$ cat src/rtl/imu_frame_packer.sv
// Packs bno085 quaternion + shadowed gyro samples into 19-byte sync/seq/flags/payload/check frames.
// Define IMU_FRAME_CRC8_EN to replace the additive checksum byte with CRC-8 (poly 0x07).
module imu_frame_packer #(
  parameter logic [7:0]  SYNC0  = 8'hAA,
  parameter logic [7:0]  SYNC1  = 8'h55,
  parameter int unsigned DROP_W = 8
) (
  input  logic              clk,
  input  logic              rst_n,
  input  logic              quat_valid,
  input  logic [15:0]       quat_w,
  input  logic [15:0]       quat_x,
  input  logic [15:0]       quat_y,
  input  logic [15:0]       quat_z,
  input  logic              gyro_valid,
  input  logic [15:0]       gyro_x,
  input  logic [15:0]       gyro_y,
  input  logic [15:0]       gyro_z,
  input  logic              initialized,
  input  logic              error,
  output logic              out_valid,
  output logic [7:0]        out_data,
  input  logic              out_ready,
  output logic              frame_busy,
  output logic [DROP_W-1:0] drop_count
);

  typedef enum logic [1:0] {ST_IDLE, ST_SEND, ST_GAP} state_t;
  localparam logic [4:0] LAST_IDX = 5'd18;

  state_t            state_q, state_d;
  logic [4:0]        idx_q, idx_d;
  logic [7:0]        seq_q, seq_d;
  logic [7:0]        acc_q, acc_d;
  logic [7:0]        payload_q [16];
  logic              pend_q, pend_d;
  logic [63:0]       pend_quat_q, pend_quat_d;
  logic [47:0]       gyro_q, gyro_d;
  logic              fresh_q, fresh_d;
  logic [DROP_W-1:0] drop_q, drop_d;

  logic        accept;
  logic        last_accept;
  logic        snapshot;
  logic        store_pend;
  logic [63:0] snap_quat;
  logic [47:0] snap_gyro;
  logic [7:0]  snap_flags;
  logic [127:0] snap_vec;
  logic [7:0]  snap_bytes [16];
  logic [7:0]  cur_byte;
  logic [7:0]  acc_upd;
  logic [3:0]  pidx;

`ifdef IMU_FRAME_CRC8_EN
  function automatic logic [7:0] crc8_step(input logic [7:0] crc, input logic [7:0] data);
    logic [7:0] c;
    c = crc ^ data;
    for (int i = 0; i < 8; i++) begin
      c = c[7] ? ((c << 1) ^ 8'h07) : (c << 1);
    end
    return c;
  endfunction

  assign acc_upd = crc8_step(acc_q, cur_byte);
`else
  assign acc_upd = acc_q + cur_byte;
`endif

  // Payload bytes 2..17 of the frame, MSB-first from the packed snapshot word.
  assign snap_vec = {seq_q, snap_flags, snap_quat, snap_gyro};
  generate
    for (genvar gi = 0; gi < 16; gi++) begin : g_unpack
      assign snap_bytes[gi] = snap_vec[127-8*gi -: 8];
    end
  endgenerate

  always_comb begin
    pidx = idx_q[3:0] - 4'd2;
    case (idx_q)
      5'd0:     cur_byte = SYNC0;
      5'd1:     cur_byte = SYNC1;
      LAST_IDX: cur_byte = acc_q;
      default:  cur_byte = payload_q[pidx];
    endcase
  end

  always_comb begin
    accept      = (state_q == ST_SEND) && out_ready;
    last_accept = accept && (idx_q == LAST_IDX);
    snapshot    = ((state_q == ST_IDLE) && quat_valid) || (state_q == ST_GAP);
    store_pend  = quat_valid && (state_q != ST_IDLE);
    snap_quat   = (state_q == ST_GAP) ? pend_quat_q : {quat_w, quat_x, quat_y, quat_z};
    // A gyro sample landing on the snapshot cycle goes straight into this frame.
    snap_gyro   = gyro_valid ? {gyro_x, gyro_y, gyro_z} : gyro_q;
    snap_flags  = {5'b00000, initialized, error, fresh_q | gyro_valid};

    state_d     = state_q;
    idx_d       = idx_q;
    seq_d       = seq_q;
    acc_d       = acc_q;
    pend_d      = pend_q;
    pend_quat_d = pend_quat_q;
    gyro_d      = gyro_q;
    fresh_d     = fresh_q;
    drop_d      = drop_q;

    case (state_q)
      ST_IDLE: if (quat_valid) state_d = ST_SEND;
      ST_SEND: if (last_accept) state_d = (pend_q || quat_valid) ? ST_GAP : ST_IDLE;
      ST_GAP:  state_d = ST_SEND;
      default: state_d = ST_IDLE;
    endcase

    if (snapshot) begin
      idx_d = 5'd0;
      acc_d = 8'h00;
    end else if (accept) begin
      idx_d = idx_q + 5'd1;
      if (idx_q >= 5'd2 && idx_q <= 5'd17) acc_d = acc_upd;
    end

    if (last_accept) seq_d = seq_q + 8'd1;

    // The gap cycle consumes the pending slot, so a sample arriving then is not a drop.
    if (state_q == ST_GAP) pend_d = 1'b0;
    if (store_pend) begin
      pend_d      = 1'b1;
      pend_quat_d = {quat_w, quat_x, quat_y, quat_z};
      if (pend_q && (state_q != ST_GAP) && (drop_q != '1)) drop_d = drop_q + DROP_W'(1);
    end

    if (gyro_valid) begin
      gyro_d  = {gyro_x, gyro_y, gyro_z};
      fresh_d = 1'b1;
    end else if (snapshot) begin
      fresh_d = 1'b0;
    end
  end

  always_ff @(posedge clk or negedge rst_n) begin
    if (!rst_n) begin
      state_q     <= ST_IDLE;
      idx_q       <= 5'd0;
      seq_q       <= 8'h00;
      acc_q       <= 8'h00;
      pend_q      <= 1'b0;
      pend_quat_q <= '0;
      gyro_q      <= '0;
      fresh_q     <= 1'b0;
      drop_q      <= '0;
    end else begin
      state_q     <= state_d;
      idx_q       <= idx_d;
      seq_q       <= seq_d;
      acc_q       <= acc_d;
      pend_q      <= pend_d;
      pend_quat_q <= pend_quat_d;
      gyro_q      <= gyro_d;
      fresh_q     <= fresh_d;
      drop_q      <= drop_d;
    end
  end

  always_ff @(posedge clk or negedge rst_n) begin
    if (!rst_n) begin
      for (int i = 0; i < 16; i++) payload_q[i] <= 8'h00;
    end else if (snapshot) begin
      payload_q <= snap_bytes;
    end
  end

  assign out_valid  = (state_q == ST_SEND);
  assign out_data   = out_valid ? cur_byte : 8'h00;
  assign frame_busy = (state_q != ST_IDLE);
  assign drop_count = drop_q;

endmodule
$ cat config.mk
export PLATFORM = sky130hd
export DESIGN_NAME = imu_frame_packer
export DESIGN_NICKNAME = d
export VERILOG_FILES = /design/src/rtl/imu_frame_packer.sv
export SDC_FILE = /design/constraint.sdc
export NUM_CORES = 1
export LEC_CHECK = 0
export CAP_MARGIN = 20
export CORE_MARGIN = 10
export CORE_UTILIZATION = 51
export CTS_BUF_LIST = sky130_fd_sc_hd__clkbuf_16
export DETAILED_ROUTE_END_ITERATION = 12
export GPL_TIMING_DRIVEN = 0
export PLACE_DENSITY = 0.76
export SYNTH_ARGS = -nofsm -noshare
export SYNTH_HDL_FRONTEND = slang
export SYNTH_SLANG_ARGS = --single-unit
$ cat constraint.sdc
create_clock -name clk -period 3.84 [get_ports clk]
set_input_delay 0.96 -clock clk [delete_from_list [all_inputs] [get_ports clk]]
set_output_delay 0.96 -clock clk [all_outputs]
set_load 0.01 [all_outputs]
Run 1, placement density heat map:
The die is cut into 18 by 18 equal tiles; black is low, pale yellow is high, 0 to 100% covered.
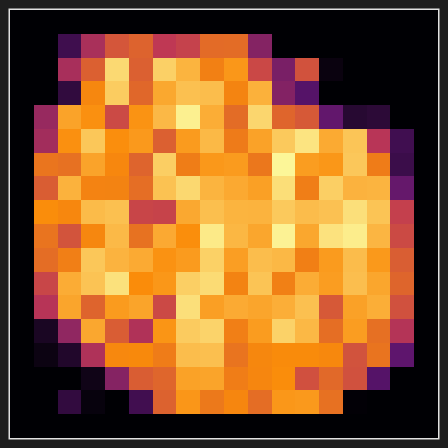
- fullest tile: 98%
- tiles over 75% full: 37%
- nearly empty tiles: 29%

Run 1, sequential cells coloured by netlist name:
Scale bar: 50 µm. Other sequential cells in the stronger grey, the rest of the logic in the fainter grey.
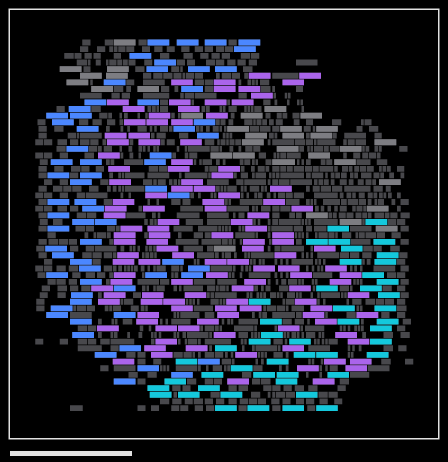
- purple: payload_q (flops 123)
- blue: pend_quat_q (flops 64)
- cyan: gyro_q (flops 48)
- not coloured: 33

Run 1, cell classes on the final placement:
Scale bar: 50 µm. Fill, decap, tap and diode cells in grey.
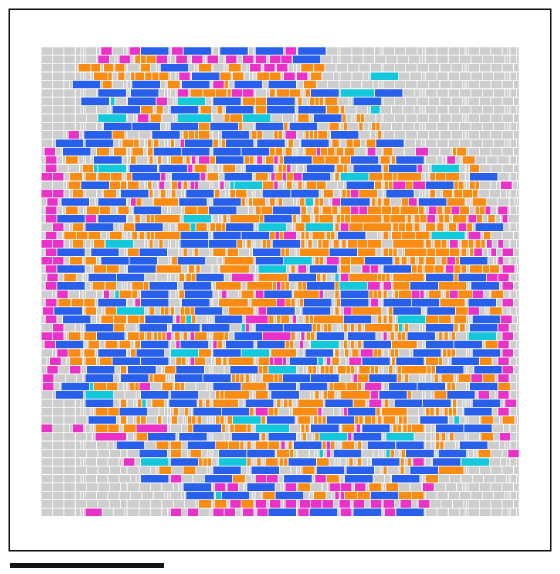
- orange: combinational and other logic (cells 725)
- magenta: remaining buffers and delay cells (cells 234)
- blue: sequential cells (cells 268)
- cyan: clock drivers and dummy loads (cells 51)

==> results.tsv, run 1 <==
stage	metric	value	unit
run_status	status	finished with violations	
run_status	failing checks	negative setup slack	
sta	TNS Setup	-0.949	ns
sta	post-route setup slack	-0.213	ns
sta	fmax	0.247	GHz
pwr	Flop pwr share	0.331	
pwr	Pwr Density	778	nW/µm²
placed_design	Post-DP HPWL	22800	µm
cells_and_area	number of diodes	0	
sta	final setup violation count	6	
clock_tree	Hold-fix buffers, CTS	0	
pwr	combinational share of power	0.443	
logic_synthesis	post-synth top area cell	dfrtp_1	
hold_path	min-delay worst type	input port to asynchronous set/reset pin	
placed_design	DP Cell Count	1511	
clock_tree	Worst-path clk slew	0.06	ns
clock_tree	root buf cell	clkbuf_16	
drt	Starting DRT DRC Count	757	
pwr	Power Internal	7.86	mW
drt	routed vias	8970	
logic_synthesis	EDFF count, synth	0	
placed_design	Placed Instance Area	14100	µm²
floorplan	Die Size	30700	µm²
floorplan	row count	56	
setup_path	reg2reg end	acc_q[7]	
logic_synthesis	fraction of registers with async set/reset	1.00	
logic_synthesis	Mean Syn Cell Area	11.6	µm²
floorplan	Die W	175	µm
sta	Rel. slew slack	0.277	
placed_design	DP Worst Slack	-0.629	ns
logic_synthesis	yosys stat chip area	12300	µm²
cells_and_area	number of fill cells	1759	
global_route	initial antenna violation count	0	
placed_design	count of input and output buffers	135	
cells_and_area	Layout Nets	1393	
setup_path	CP Data Required Time	2.88	ns
pwr	Design Power	12.1	mW
logic_synthesis	Post-synth top flop	dfrtp_1	
setup_path	slowest CP cell	mux4_2	
drt	Residual DRC	0	
pwr	Lkg Pwr	6.88	nW
drt	vias per cell	5.62	
setup_path	reg2reg start	idx_q[1]	
logic_synthesis	cells after synthesis	1055	
global_route	GRT Resource Usage Total	0.207	
clock_tree	CTS H-tree lvls	1	
logic_synthesis	yosys warns	0	
global_route	vias in the first global route	9546	
pwr	Sw Ratio	0.351	
cells_and_area	final instance area	15500	µm²
setup_path	R2R setup slack	-0.19	ns
global_route	gr ovfl total	0	
logic_synthesis	Yosys Instances	1055	
sta	Slew Limit Fails	0	
clock_tree	Clock Tree Buf Depth	3	
logic_synthesis	Post-Syn Nets	1191	
cells_and_area	Layout Area Growth over Synthesis	26.7	%
clock_tree	CTS tree	done	
sta	final worst-path cycle share	1.06	
floorplan	die height	175	µm
clock_tree	TritonCTS sink count	268	
[run 1: cells in the mapped netlist (5+ instances only)]
cell / count
mux2i_1: 66
mux4_2: 19
nor2_1: 23
mux4_1: 10
ha_1: 16
nand4_1: 7
nor2b_1: 6
dfrtp_1: 268
nor3_1: 6
inv_1: 12
mux2_2: 117
nand2_1: 260
and2_1: 5
o21ai_0: 79
xnor2_1: 15
a21oi_1: 19
clkbuf_1: 36
nand3_1: 15
buf_6: 5
xor2_1: 11
buf_2: 12
[run 1: cell type report]
class,instances,area [µm²],area share
sequential,268,6710,0.431
multi-input combinational,713,5430,0.350
tap,319,399,0.0257
inverter,12,51.3,0.00330
buffer,60,345,0.0222
clock inverter,22,203,0.0130
timing repair buffer,174,1680,0.108
clock buffer,29,726,0.0467
[run 1: worst max-delay path by stage]
stage	endpoint	slack (ns)	cells past startpoint
after global placement	idx_q[1]	-10.59	1
after CTS	out_data[1]	-0.17	10
final	out_data[2]	-0.21	9
after detailed placement	out_data[5]	-0.63	13
after floorplan	acc_q[7]	0.01	18
after global routing	acc_q[7]	-0.24	17
[run 1: worst register-to-register path, delay by kind of cell (launching register included)]
| kind | cells | cell delay, ns |
|---|---|---|
| AOI/OAI and AO/OA | 6 | 1.17 |
| DFF | 1 | 0.45 |
| adders and majority gates | 2 | 0.54 |
| and+or+nand+nor | 1 | 0.07 |
| buffers and inverters | 5 | 0.59 |
| xor gates and xnor gates | 1 | 0.22 |
| muxes | 2 | 0.86 |
[run 1: registers in the layout, summed over array words and instances, names as in the netlist]
signal / flops
payload_q: 123
pend_quat_q: 64
gyro_q: 48
acc_q: 8
drop_count: 8
seq_q: 8
idx_q: 5
state_q: 2
fresh_q: 1
pend_q: 1
[run 1: cell families after synthesis]
kind of cell    after synthesis  synth area share
fa+ha+maj                    17            0.0179
flops                       268             0.546
xor+xnor                     26            0.0186
buf+inv                      74            0.0295
simple gates                336             0.113
compound gates              121            0.0552
mux                         213             0.219
[run 1: per-layer routing]
metal | part of all wire | global-route usage | up-vias
met1 | 0.42 | 0.269 | 4512
met3 | 0.062 | 0.0360 | 65
met4 | 0.025 | 0.0502 | 0
met2 | 0.49 | 0.352 | 340
met5 | 0 | 0 | -
li1 | - | - | 4053
[run 1: power groups by stage]
stage                     clock, mW  combinational (mW)  sequential [mW]
after CTS                      2.76                4.98             3.97
after detailed placement          0                4.17             4.02
after global routing           2.88                5.75             4.06
after floorplan                   0                2.86             3.85
after global placement            0                4.03             3.99
final                          2.74                5.36             4.00
[run 1: repair_timing]
item / in CTS / in global routing
endpoints found under the setup margin: 13 / 11
resized: 69 / 26
pin swaps: 18 / 23
buffers inserted: 27 / 11
Run 1, routed metal, one colour a layer:
Scale bar: 50 µm. Two of the layers only.
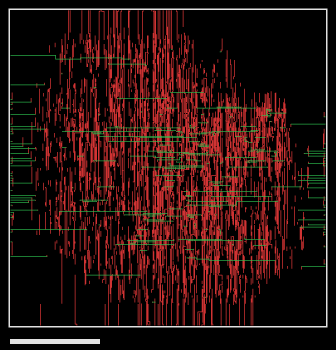

## Run 2: what changed since run 1
Settings changed: CORE_MARGIN 10 to 2.
Run 2, routed metal, one colour a layer:
Scale bar: 50 µm. Two of the layers only.
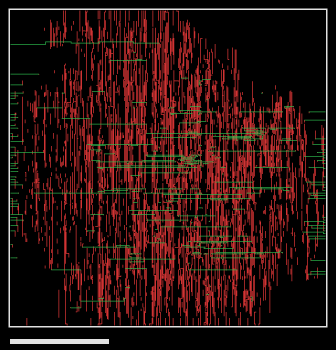
- green: metal 3 (wire length 2000 µm)
- red: metal 2 (wire length 15100 µm)
GRT Resource Usage Total: 0.242
routed vias: 8950
Final Routed Wirelength: 31000 µm

==> results.tsv, run 2 <==
stage	metric	value	unit
clock_tree	Clock Tree Buf Depth	3	
logic_synthesis	yosys warns	0	
hold_path	min-delay worst type	input port to asynchronous set/reset pin	
logic_synthesis	EDFF count, synth	0	
cells_and_area	share of post-route cells with drive strength above 1	0.234	
sta	final setup violation count	4	
cells_and_area	most frequent cells in the layout	dfrtp_1 (266), nand2_1 (254), clkdlybuf4s50_1 (126), mux2_2 (117), o21ai_0 (72)	
global_route	gr ovfl total	0	
drt	Residual DRC	0	
pwr	Lkg Pwr	6.89	nW
floorplan	Die W	159	µm
placed_design	Post-DP HPWL	21100	µm
logic_synthesis	Distinct lib cells used	48	
pwr	Pwr Density	785	nW/µm²
cells_and_area	number of diodes	0	
drt	1st-pass router iterations	5	
logic_synthesis	synth top area cells	dfrtp_1 (55%), mux2_2 (11%), nand2_1 (8.0%)	
clock_tree	TritonCTS Buffers	29	
global_route	vias in the first global route	9127	
cells_and_area	comb. cell area	5480	µm²
sta	post-route setup slack	-0.131	ns
logic_synthesis	mapped cell area	12300	µm²
sta	Post-Route Skew	0.0229	ns
setup_path	reg2reg start	idx_q[1]	
run_status	status	finished with violations	
setup_path	CP startpoint	idx_q[1]	
clock_tree	TritonCTS sink count	268	
placed_design	count of input and output buffers	135	
floorplan	row count	56	
logic_synthesis	ys flops	268	
clock_tree	CTS tree	done	
logic_synthesis	cells after synthesis	1055	
logic_synthesis	most common cell in the netlist	dfrtp_1	
logic_synthesis	Mean Syn Cell Area	11.6	µm²
cells_and_area	largest register by flop count	payload_q	
global_route	first-pass GRT wire length	48700	µm
cells_and_area	Layout Nets	1393	
clock_tree	CTS H-tree lvls	1	
logic_synthesis	Yosys Instances	1055	
global_route	initial antenna violation count	0	
cells_and_area	Finished Layout Cells	1599	
sta	Slew Limit Fails	0	
placed_design	DP Cell Count	1511	
sta	fmax	0.252	GHz
logic_synthesis	Commonest cells post-synth	dfrtp_1 (268), nand2_1 (260), mux2_2 (117)	
drt	wire per inst	19.4	µm
logic_synthesis	Top-area cell share	0.546	
floorplan	die height	159	µm
logic_synthesis	post-synth top area cell	dfrtp_1	
clock_tree	root buf cell	clkbuf_16	
cells_and_area	Layout Area Growth over Synthesis	27.5	%
floorplan	Init Core Util	0.521	
cells_and_area	largest registers	payload_q: 123 flops, pend_quat_q: 64 flops, gyro_q: 48 flops	
floorplan	Die Size	25300	µm²
sta	Period minus WS final	3.97	ns
logic_synthesis	Post-synth top flop	dfrtp_1	
setup_path	R2R setup slack	-0.11	ns
global_route	largest net degree at the start of global routing	123	
sta	Rel. slew slack	0.339	
clock_tree	Worst-path clk slew	0.07	ns
run_status	failing checks	negative setup slack	
cells_and_area	Flop area	6710	µm²
logic_synthesis	yosys stat chip area	12300	µm²
sta	hold_ws	0.349	ns
logic_synthesis	Post-Syn Nets	1191	
cells_and_area	number of fill cells	1732	
sta	final worst-path cycle share	1.03	
drt	Starting DRT DRC Count	812	
sta	endpoints failing hold	0	
cells_and_area	number of flip-flops in the largest register	123	
pwr	maximum vdd drop	0.000524	V
drt	vias per cell	5.60	
floorplan	Boundary Pins	137	
setup_path	Arrival @ worst endpoint	3.01	ns
setup_path	CP Data Required Time	2.88	ns
setup_path	Crit Path Class	flop to output pin	
drt	Routed Antenna Nets	0	
logic_synthesis	fraction of registers with async set/reset	1.00	
## run 2: routing by layer
metal / part of all wire / vias up / global-route usage
li1: - / 4042 / -
met1: 0.42 / 4485 / 0.324
met2: 0.49 / 354 / 0.406
met3: 0.065 / 69 / 0.0430
met4: 0.032 / 0 / 0.0769
met5: 0 / - / 0
## run 2: cell families after synthesis
| family | after synthesis | share of synthesized area |
|---|---|---|
| mux | 213 | 0.219 |
| simple gates | 336 | 0.113 |
| fa+ha+maj | 17 | 0.0179 |
| flops | 268 | 0.546 |
| buf+inv | 74 | 0.0295 |
| compound gates | 121 | 0.0552 |
| xor+xnor | 26 | 0.0186 |
## run 2: cell type report
type,instances,share of cell area
Buffer,60,0.0221
Clock buffer,29,0.0464
Clock inverter,25,0.0145
Inverter,12,0.00328
Multi-Input combinational cell,713,0.350
Sequential cell,268,0.429
Tap cell,319,0.0255
Timing Repair Buffer,173,0.109
## run 2: what timing repair did
item | 4_1_cts | 5_1_grt
cloned | 0 | 0
hold buffers | 0 | 0
endpoints found under the setup margin | 13 | 12
resized | 73 | 36
pin swaps | 22 | 25
buffers inserted | 25 | 12
## run 2: critical path, cell delays in order (launching register included)
cell,delay [ns]
dfrtp_2,0.40
buf_12,0.11
clkinvlp_4,0.11
ha_4,0.33
buf_6,0.12
mux4_4,0.44
mux4_2,0.55
o2bb2ai_4,0.15
and2_4,0.14
buf_6,0.11
## run 2: path summary, 6_finish.rpt
kind / to / cells after the start
worst min register to register: payload_q[84] / 2
max in group asynchronous: idx_q[1] / 3
worst max-delay path: out_data[2] / 9
worst max register to register: acc_q[7] / 18
worst min-delay path: pend_quat_q[12] / 1
min in group clk: payload_q[84] / 2
## run 2: where the power goes
group	switching, mW	internal (mW)
sequential	0.478	3.51
combinational	2.65	2.85
clock	1.15	1.64
total	4.28	8.01
## run 2: metrics by stage
| step | setup TNS, ns | power [mW] | setup WS [ns] | area (µm²) |
|---|---|---|---|---|
| 3_5_place_dp | -5.24 | 8.14 | -0.619 | 14100 |
| 5_1_grt | -0.804 | 12.9 | -0.202 | 15700 |
| 2_1_floorplan | 0 | 6.71 | 0.0125 | 12300 |
| 4_1_cts | -0.968 | 11.7 | -0.239 | 15500 |
| 6_report | -0.466 | 12.3 | -0.131 | 15700 |
| 3_3_place_gp | -2548.52 | 8.00 | -10.52 | 14100 |
Power figures rest on the tool's default switching activity, not on a simulated workload.
